`config.mk`:
```
export PLATFORM = sky130hd
export DESIGN_NAME = sn74ls_nand_filt
export DESIGN_NICKNAME = d
export VERILOG_FILES = /design/src/rtl/sn74ls_nand_filt.sv
export SDC_FILE = /design/constraint.sdc
export NUM_CORES = 1
export LEC_CHECK = 0
export CORE_MARGIN = 2
export CORE_UTILIZATION = 35
export CTS_BUF_LIST = sky130_fd_sc_hd__clkbuf_8 sky130_fd_sc_hd__clkbuf_16
export CTS_CLUSTER_DIAMETER = 30
export CTS_CLUSTER_SIZE = 12
export DETAILED_ROUTE_END_ITERATION = 6
export PLACE_DENSITY = 0.72
export SYNTH_ARGS = -nofsm -noshare
export SYNTH_HDL_FRONTEND = slang
export SYNTH_SLANG_ARGS = --single-unit
```
`constraint.sdc`:
```
create_clock -name clk -period 1.4 [get_ports clk]
set_input_delay 0.21 -clock clk [delete_from_list [all_inputs] [get_ports clk]]
set_output_delay 0.21 -clock clk [all_outputs]
set_load 0.02 [all_outputs]
```
`src/rtl/sn74ls_nand_filt.sv`:
```
// -----------------------------------------------------------------------------
// sn74ls_nand_filt
//
// Purpose:
//   A bank of CH independent NAND gates, each with NIN inputs. Each gate's
//   output goes through a digital persistence filter. A channel's registered
//   output y[k] changes only after the raw NAND result has disagreed with it
//   on FILT consecutive enabled clocks. A disagreement that goes away before
//   the count completes (a glitch) is discarded, and the count starts again
//   from zero at the next disagreement.
//
// Ports:
//   clk   in   1        single clock; all state changes on its rising edge
//   rst   in   1        synchronous active-high reset (y=1s, cnt=0, chg=0)
//   a     in   CH*NIN   channel k uses a[k*NIN +: NIN]
//   en    in   1        filter advance enable (0 = freeze counts and y)
//   y     out  CH       filtered, registered NAND result per channel
//   chg   out  CH       one-clock pulse on the clock where y[k] toggles
//   busy  out  CH       channel k has a partial disagreement count (cnt != 0)
//
// The tPLH/tPHL parameters carry the original part's output delays as
// min:typ:max in ns. They are timing annotation only and do not change
// the synthesized logic.
// -----------------------------------------------------------------------------
module sn74ls_nand_filt #(
    parameter int CH       = 4,
    parameter int NIN      = 4,
    parameter int FILT     = 3,
    parameter int tPLH_min = 0,
    parameter int tPLH_typ = 12,
    parameter int tPLH_max = 24,
    parameter int tPHL_min = 0,
    parameter int tPHL_typ = 12,
    parameter int tPHL_max = 24
) (
    input  logic              clk,
    input  logic              rst,
    input  logic [CH*NIN-1:0] a,
    input  logic              en,
    output logic [CH-1:0]     y,
    output logic [CH-1:0]     chg,
    output logic [CH-1:0]     busy
);

    // The counter holds 0..FILT-1. $clog2(FILT+1) is at least 1 for FILT>=1.
    localparam int             CW      = $clog2(FILT + 1);
    localparam logic [CW-1:0]  CNT_TOP = CW'(FILT - 1);

    // Delay values only need to be ordered min <= typ <= max. Nothing is
    // generated for them. This block only records the check at elaboration.
    if ((tPLH_min > tPLH_typ) || (tPLH_typ > tPLH_max) ||
        (tPHL_min > tPHL_typ) || (tPHL_typ > tPHL_max)) begin : g_delay_order_bad
    end

    genvar gi;
    for (gi = 0; gi < CH; gi++) begin : g_ch
        logic          w_raw;
        logic [CW-1:0] w_cnt_sat;
        logic [CW-1:0] w_cnt_next;
        logic          w_y_next;
        logic          w_chg_next;
        logic [CW-1:0] r_cnt;
        logic          r_y;
        logic          r_chg;

        assign w_raw = ~(&a[gi*NIN +: NIN]);

        // A corrupted counter value above FILT-1 behaves as FILT-1.
        // The next disagreement therefore completes the count immediately.
        assign w_cnt_sat = (r_cnt > CNT_TOP) ? CNT_TOP : r_cnt;

        always_comb begin
            w_cnt_next = r_cnt;
            w_y_next   = r_y;
            w_chg_next = 1'b0;
            if (en) begin
                if (w_raw == r_y) begin
                    // Agreement: any partial count was a glitch, so drop it.
                    w_cnt_next = '0;
                end else if (w_cnt_sat == CNT_TOP) begin
                    // FILTth consecutive disagreement: accept the new level.
                    w_y_next   = w_raw;
                    w_cnt_next = '0;
                    w_chg_next = 1'b1;
                end else begin
                    w_cnt_next = w_cnt_sat + 1'b1;
                end
            end
        end

        always_ff @(posedge clk) begin
            if (rst) begin
                r_cnt <= '0;
                r_y   <= 1'b1;
                r_chg <= 1'b0;
            end else begin
                r_cnt <= w_cnt_next;
                r_y   <= w_y_next;
                r_chg <= w_chg_next;
            end
        end

        assign y[gi]    = r_y;
        assign chg[gi]  = r_chg;
        assign busy[gi] = (r_cnt != '0);
    end

endmodule

```
Fig. 1: run 1, routing congestion map
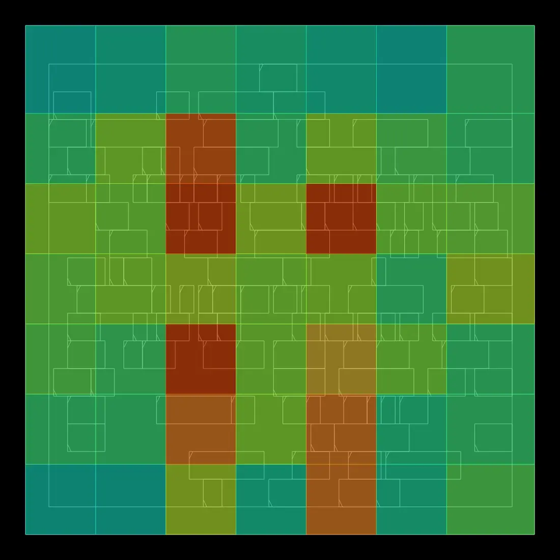
M3 GR Usage: 3.64%
met1 demand-to-capacity share in global routing: 15.8%
final routed wire length divided by cell count: 11.1 µm

Fig. 2: run 1, signal wires on met3
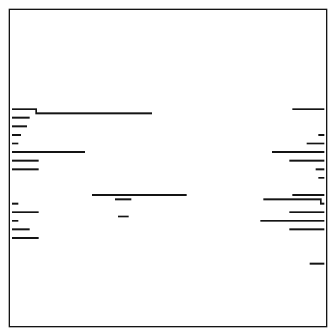
main direction: horizontal
share of all routed wire: 8.9%
nets with wire on the layer: 29
wire length on this layer: 138 µm

Fig. 3: run 1, signal wires on met2
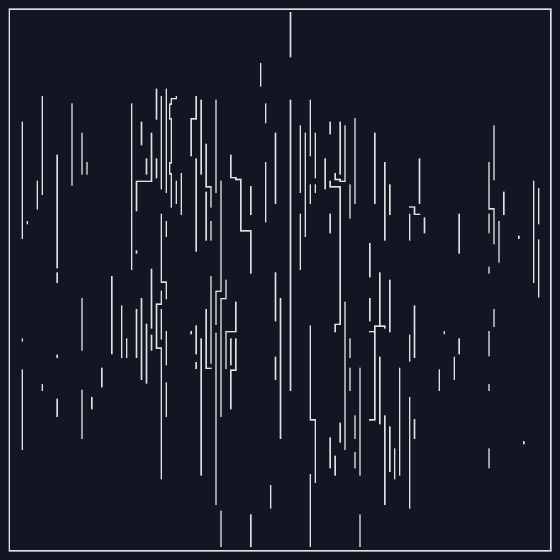
nets with wire on the layer: 114
longest straight run: 26.9 µm
wire length on this layer: 721 µm
share of all routed wire: 46%

==> summary.txt, run 1 <==
Results of the implementation run.

The data-path buffer share of cell area in the final layout is 31.1%. The iteration count recorded for the first detailed-route pass is 4. The reported sequential group power is 0.458 mW.

According to the floorplan report, the die height is 50.0 µm. The sequential fraction of total cell area came out at 29.3%. The worst path setup slack after routing came out at 0.0467 ns. The diode insertion count for antenna repair came out at 0. Summed over all nets, wire length on met2 after detailed routing comes to 720 µm. The share of synthesized cell area in and-or and or-and compound cells is 9.44%. The post-layout minimum cycle time came out at 1.35 ns.

The cell area after synthesis is 742 µm². Per the gpl log, the routability congestion estimate is 0.781. The post-synth area from yosys stat is 742 µm². The maximum cell stage delay along the critical path is 0.59 ns. As reported, the later end of the worst-skew pair has a clock insertion delay of ~0.24 ns.

Per the area breakdown, the dominant cell category is buffers. The clock group total power came out at a little over 0.4 mW. The report shows a maximum critical-path fanout of 1.

The final layout report lists a non-clock buffer count of 37. The OpenROAD warning count came out at 26. Counting every sink on the clock net gives 16. The flip-flop and latch area came out at 320 µm². The final-stage net count is 134. The number of max-cap violations is 0. The net count of the mapped netlist came out at 103. After detailed routing, the met3 layer carries about 140 µm of wire. After routing, the total negative slack on setup checks comes to 0 ns. The portion of the clock cycle consumed by the worst path in the final layout came out at 96.7%. The maximum number of pins on one net before global-route repair came out at 11. The critical path required time came out at 1.19 ns.

The power in combinational cells is 0.102 mW. The measured slew at the worst slew-check pin came out at 0.290 ns. The clock share of power is 41.8%. Once the clock tree was built, the setup fixing pass inserted 0 buffers. The number of routed nets with antenna violations came out at 0. From left edge to right edge, the die measures 50.0 µm. The fraction of power consumed by combinational cells is about a tenth. Once synthesis finished, the tally of register bits stood at 16. The final global-route overflow total is 0. The flop count is 16. The post-synthesis average cell area came out at 8.83 µm². For this run, the number of Yosys warnings is 0. The logic share of the area is 29.8%. The worst hold path belongs to the class flip-flop to flip-flop. The combinational gate area is 327 µm². The proportion of cell area spent on the clock network came out at 5.03%. The run finished with clean final reports. Detailed placement finished with a half-perimeter wire length of 1.23 mm. In the layout the commonest cells are clkdlybuf4s50_1 (21), dfxtp_1 (16), nand2_1 (9). The initial antenna violation count came to 0. The first-pass GRT wire length came out at 2.66 mm. The synthesized instance count came out at 84. The timing report notes that buffer and inverter cells on the critical path total 1. The highest clock rate this design can be run at is 739 MHz.

The mux cell area share after synthesis is 0%. The clock skew came out at roughly 0.0017 ns. The met2 usage is a little under a quarter. Summed over all cells, the static leakage comes to approximately 0.42 nW. TritonCTS built the clock tree.

Per the synthesis report, the XOR/XNOR share of the synthesized area is between 4 and 5%. In this run the most used layer during global routing was met2. On the worst setup and hold paths after CTS, the clock-pin slew comes to 0.06 ns.

The via count of the first global-routing pass came out at 658. In this design, the largest share of critical-path delay is due to buffers and inverters. The worst slack at placement came out at 0.00509 ns. Yosys shows that the main logic family after synthesis is simple AND/OR/NAND/NOR gates.

The number of logic inverters in the finished layout is 5. The wire length on met1 is about 700 µm. The worst pin sits at a relative slew slack of 80.5%. STA classifies the critical path endpoint as an output pin. Relative to the synthesized area, the layout overhead comes to 47.6%. By startpoint and endpoint, the worst setup path is classified as flip-flop to output pin. The global routing usage summed across all routing layers came out at 13.7%.

The number of buffers inserted during clock tree synthesis came out at 3. Pins over their slew limit in the final report were tallied at 0. Per the CTS log, the root buffer master is clkbuf_8.

The share of total power consumed by net switching came out at 20.1%. The overall routed net length came out at 1.56 mm. Setup violations remaining at the end of the flow were counted as 0.

The sequential fraction of the synthesis area came out at 43.2%. The fraction of the mapped netlist area in adder cells is 0%. The worst IR drop on VDD came out at 416 µV. The number of clock buffer instances in the layout came out at 4. In the final layout, the fill cell count is 184. On the critical path, the stage with the largest delay is an instance of clkdlybuf4s50_1. The count of instantiated cells in the yosys netlist came out at 84. The highest layer touched by signal routing is met3. The DRC violation count after routing came out at 0. In this run, distinct cell masters in the synthesized netlist total 23. The I/O pin total is 31.

In this run, flip-flops and latches consume 47.6% of the power. The number of placement rows is 16. Per STA, the worst path is made up of clkdlybuf4s50_1. The switching power is 0.193 mW. Dividing the detail-routed via count by the number of cells gives 4.86. STA classifies the critical path startpoint as a flip-flop.

The overall chip area came out at 2500 µm². Post-CTS repair ended up resizing 10 cells. In this run the deepest clock path goes through 2 buffers. The count of routing violations after the opening detailed-route iteration is 18.

During placement, the flow inserted port buffers numbering 30. Hold repair after CTS inserted 0 buffers. The number of tap cells added at floorplan came out at 27. The total number of multi-input combinational cells is between 50 and 60. The top cell type in the final layout, fill and taps aside, is clkdlybuf4s50_1. The fraction of layout cells with a size suffix above 1 is roughly 16%.

In the power breakdown, the internal column shows 0.770 mW. The post-synthesis simple-gate area fraction came out at between 20 and 30%. The data arrival time of the worst path came out at ~1.1 ns. The total power per unit cell area came out at around 880 nW/µm². Setup repair after global routing left no endpoint under its margin. The final hold violation count recorded for this run is 0. The count of H-tree levels built during CTS came out at 1. The effective utilization at floorplan is 37.4%.

According to the floorplan report, the placeable core area is about 2000 µm². Of all power groups, the one with the highest power is sequential cells. For this block, the via count after detailed routing is about 700.
-- run 1: flip-flops by register name (all words and copies together), names as in the netlist --
register and flops:
g_ch.r_chg 4, g_ch.r_cnt 8, g_ch.r_y 4
-- run 1: synth_stat cells --
library cell / n / area [µm²]
buf_2: 1 / 5.00
buf_4: 9 / 67.6
clkbuf_1: 1 / 3.75
clkinv_1: 1 / 3.75
dfxtp_1: 16 / 320
inv_1: 4 / 15.0
nand2_1: 9 / 33.8
nand2_2: 1 / 6.26
nand2b_1: 2 / 12.5
nand3_1: 8 / 40.0
nand3b_1: 1 / 7.51
nand4_1: 6 / 37.5
nand4_2: 1 / 12.5
nor2_1: 1 / 3.75
nor2b_1: 1 / 6.26
nor3_1: 3 / 15.0
o32ai_1: 6 / 52.6
o41ai_1: 2 / 17.5
or2_1: 1 / 6.26
or2_2: 3 / 18.8
or2b_1: 2 / 15.0
or3_1: 1 / 6.26
xnor2_1: 4 / 35.0
-- run 1: path summary, 6_finish.rpt --
check	from	slack, ns	cells past startpoint	to
min reg2reg	g_ch[0].r_cnt[0]	0.47	1	g_ch[0].r_cnt[0]
min	g_ch[0].r_cnt[0]	0.47	1	g_ch[0].r_cnt[0]
max	g_ch[3].r_chg	0.05	1	chg[3]
max reg2reg	g_ch[3].r_cnt[0]	0.39	2	g_ch[3].r_cnt[0]
-- run 1: through the flow --
stage	util (%)	hold slack (ns)	cell area (µm²)	cells	total power [mW]
6_report	55.2	0.466	1090	141	0.963
5_1_grt	55.2	0.511	1090	141	1.01
4_1_cts	55.5	0.469	1100	141	0.976
3_5_place_dp	53.1	0.460	1050	137	0.572
3_3_place_gp	53.1	0.449	1050	137	0.570
2_1_floorplan	-	0.384	742	84	0.502
==> run 2, diff against run 1 <==
Settings changed: CORE_UTILIZATION 35 to 44, PLACE_DENSITY 0.72 to 0.86.
Fig. 4: run 2, routing congestion map
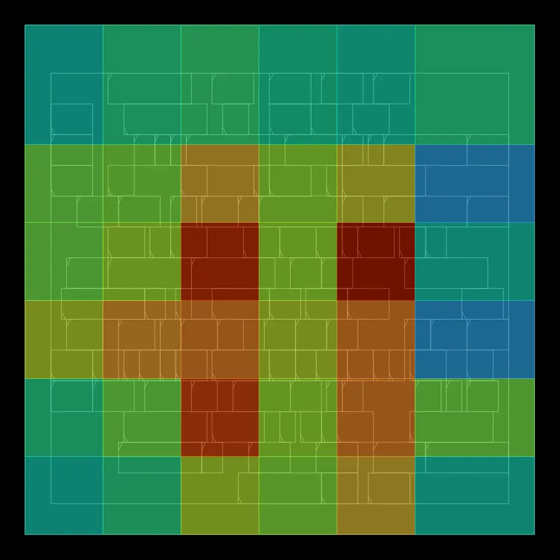
met2 global-route usage: 30.6%
met1 demand-to-capacity share in global routing: 20.4%
final routed wire length divided by cell count: 12.5 µm
final core utilization: 70.1%
most used routing layer in global routing: met2

==> run 2 against run 1 <==
Synthesized area is the same. Flip-flop count is the same. Highest routed layer is now met4. Critical path type unchanged. Critical path depth is the same. Largest power group unchanged.
==> summary.txt, run 2 <==
Results of the implementation run.

The run finished with clean final reports. The switching power was 0.195 mW (+0.78%). The count of instantiated cells in the yosys netlist came to 84 (unchanged). The half-perimeter wire length after detailed placement is 1.23 mm (+0.31%). The tightest min-delay check is of the flip-flop to flip-flop type. The clock slew at the register clock pins of the worst setup and hold paths came to 0.06 ns (about the same). The layout overhead on the synthesized area came out at 45.7%. The maximum number of pins on one net before global-route repair is 11 (unchanged). The fraction of power consumed by combinational cells came out at 10.8% (+0.2 points).

The number of flip-flops in the largest register is 8 (unchanged). The number of placement rows came out at 14 (-2). The sequential power share is 47.4% (-0.2 points). The leakage component of the power came to 0.424 nW (-0.15%). The setup slack on the worst flop-to-flop path came out at 0.42 ns (+0.03 ns). The design internal power is 0.772 mW (+0.25%). The worst-case clock buffer depth is 2 (unchanged). The measured slew at the worst slew-check pin came out at 0.287 ns (-0.00311 ns). The post-synthesis register bit count is 16 (unchanged). The final global-route overflow total came to 0 (unchanged). The number of max-cap violations came to 0 (unchanged).

The worst setup path is captured at an output pin. The post-layout minimum cycle time is 1.35 ns (-0.000715 ns). The biggest area contributor in the post-synthesis netlist is dfxtp_1. Among all stages on the critical path, the largest delay is contributed by clkdlybuf4s50_1.

The post-route non-filler standard cell count was 130 (-7.8%). The worst setup path is of the flip-flop to output pin kind. The die outline width is 45.1 µm (-9.9%).

The worst IR drop on VDD came out at 682 µV (+64%). The share of total power consumed by net switching came out at 20.1% (+0.085 points). The overall routed net length is 1.63 mm (+4.2%).

The count of placed standard cells including taps is 126 (-8.0%). After synthesis, the most frequently instantiated cells are dfxtp_1 (16), buf_4 (9), nand2_1 (9), nand3_1 (8). The die boundary height came out at 45.1 µm (-9.9%). The global routing usage summed across all routing layers came to 18.5% (+4.8 points). Setup repair after global routing left no endpoint under its margin. The largest register by flop count is g_ch.r_cnt. The detailed-route via count came out at 713 (+4.1%). The sequential fraction of the synthesis area is 43.2% (unchanged). The first-pass iteration count of the detailed router is 4 (unchanged). The critical path goes through clkdlybuf4s50_1.

The diode insertion count for antenna repair came to 0 (unchanged). TritonCTS built the clock tree. The total power per unit cell area came to 894 nW/µm² (+1.6%).

The clock insertion delay at the later pin of the skew report was 0.25 ns (about the same). The synthesized instance count came out at 84 (unchanged). The count of final setup violators came out at 0 (unchanged).

The number of enable-type register cells in the synthesized netlist came out at 0 (unchanged). The count of unique library cells instantiated by Yosys is 23 (unchanged). The final-stage net count came out at 134 (unchanged). The total number of clock tree sinks came to 16 (unchanged). The placed cell area is 1040 µm² (-1.3%). The first-pass GRT wire length came out at 2.70 mm (+1.5%). The cell area after synthesis is 742 µm² (unchanged).

The worst-case headroom to the max-slew limit is 80.7% (+0.21 points). In the synthesized netlist the dominant register cell turns out to be dfxtp_1. The critical path required time is 1.19 ns (about the same). The maximum cell stage delay along the critical path came out at 0.59 ns (about the same). The setup fix buffers added after clock tree synthesis is 0 (unchanged). The fraction of layout cells with a size suffix above 1 came to 15.8% (unchanged). The maximum fanout encountered on the critical timing path came out at 1 (unchanged). Per the CTS log, the root buffer master is clkbuf_8. The number of filler cells placed in the layout was 126 (-32%). STA classifies the critical path startpoint as a flip-flop. The final instance area came out at 1080 µm² (-1.3%).

The OpenROAD warning count is 26 (unchanged). The initial antenna violation count is 0 (unchanged).
[run 2: area by class of cell]
cell class	instances	area, µm²	area share (%)
Tap cell	16	20.0	1.85
Inverter	5	18.8	1.74
Sequential cell	16	320	29.6
Clock buffer	4	55.1	5.09
Multi-Input combinational cell	52	327	30.2
Timing Repair Buffer	37	340	31.5
[run 2: power by group through the flow]
stage	Clock (mW)	Sequential [mW]	Combinational, mW
5_1_grt	0.437	0.458	0.113
3_3_place_gp	0	0.468	0.103
4_1_cts	0.412	0.458	0.105
2_1_floorplan	0	0.468	0.0341
3_5_place_dp	0	0.468	0.105
6_report	0.404	0.458	0.104
[run 2: path summary, 6_finish.rpt]
kind,cells past startpoint,from,to
max,1,g_ch[0].r_chg,chg[0]
min,1,g_ch[0].r_cnt[0],g_ch[0].r_cnt[0]
min reg2reg,1,g_ch[0].r_cnt[0],g_ch[0].r_cnt[0]
max reg2reg,2,g_ch[2].r_cnt[0],g_ch[2].r_cnt[0]
[run 2: layer usage]
metal / share of wire (%) / vias to the layer above / GRT usage [%] / wire, µm
met2: 51 / 23 / 30.6 / 838
met4: 2.8 / 0 / 12.9 / 46
li1: - / 352 / - / -
met3: 4.7 / 6 / 4.80 / 76
met1: 41 / 332 / 20.4 / 667
met5: 0 / - / 0 / 0
[run 2: timing repair]
action,CTS,global route
cloned,0,0
setup endpoints to repair,8,5
resized,10,5
hold buffers,0,0
[run 2: worst register-to-register path, stage by stage (launching register included)]
cell and delay, ns:
dfxtp_1 0.33, or2_2 0.30, o32ai_1 0.26
[run 2: cell families after synthesis]
family / Yosys count / share of synthesized area [%]
flops: 16 / 43.2
simple gates: 40 / 29.8
xor+xnor: 4 / 4.72
compound gates: 8 / 9.44
buf+inv: 16 / 12.8
No activity file was given, so power comes from the tool's default toggle rates.
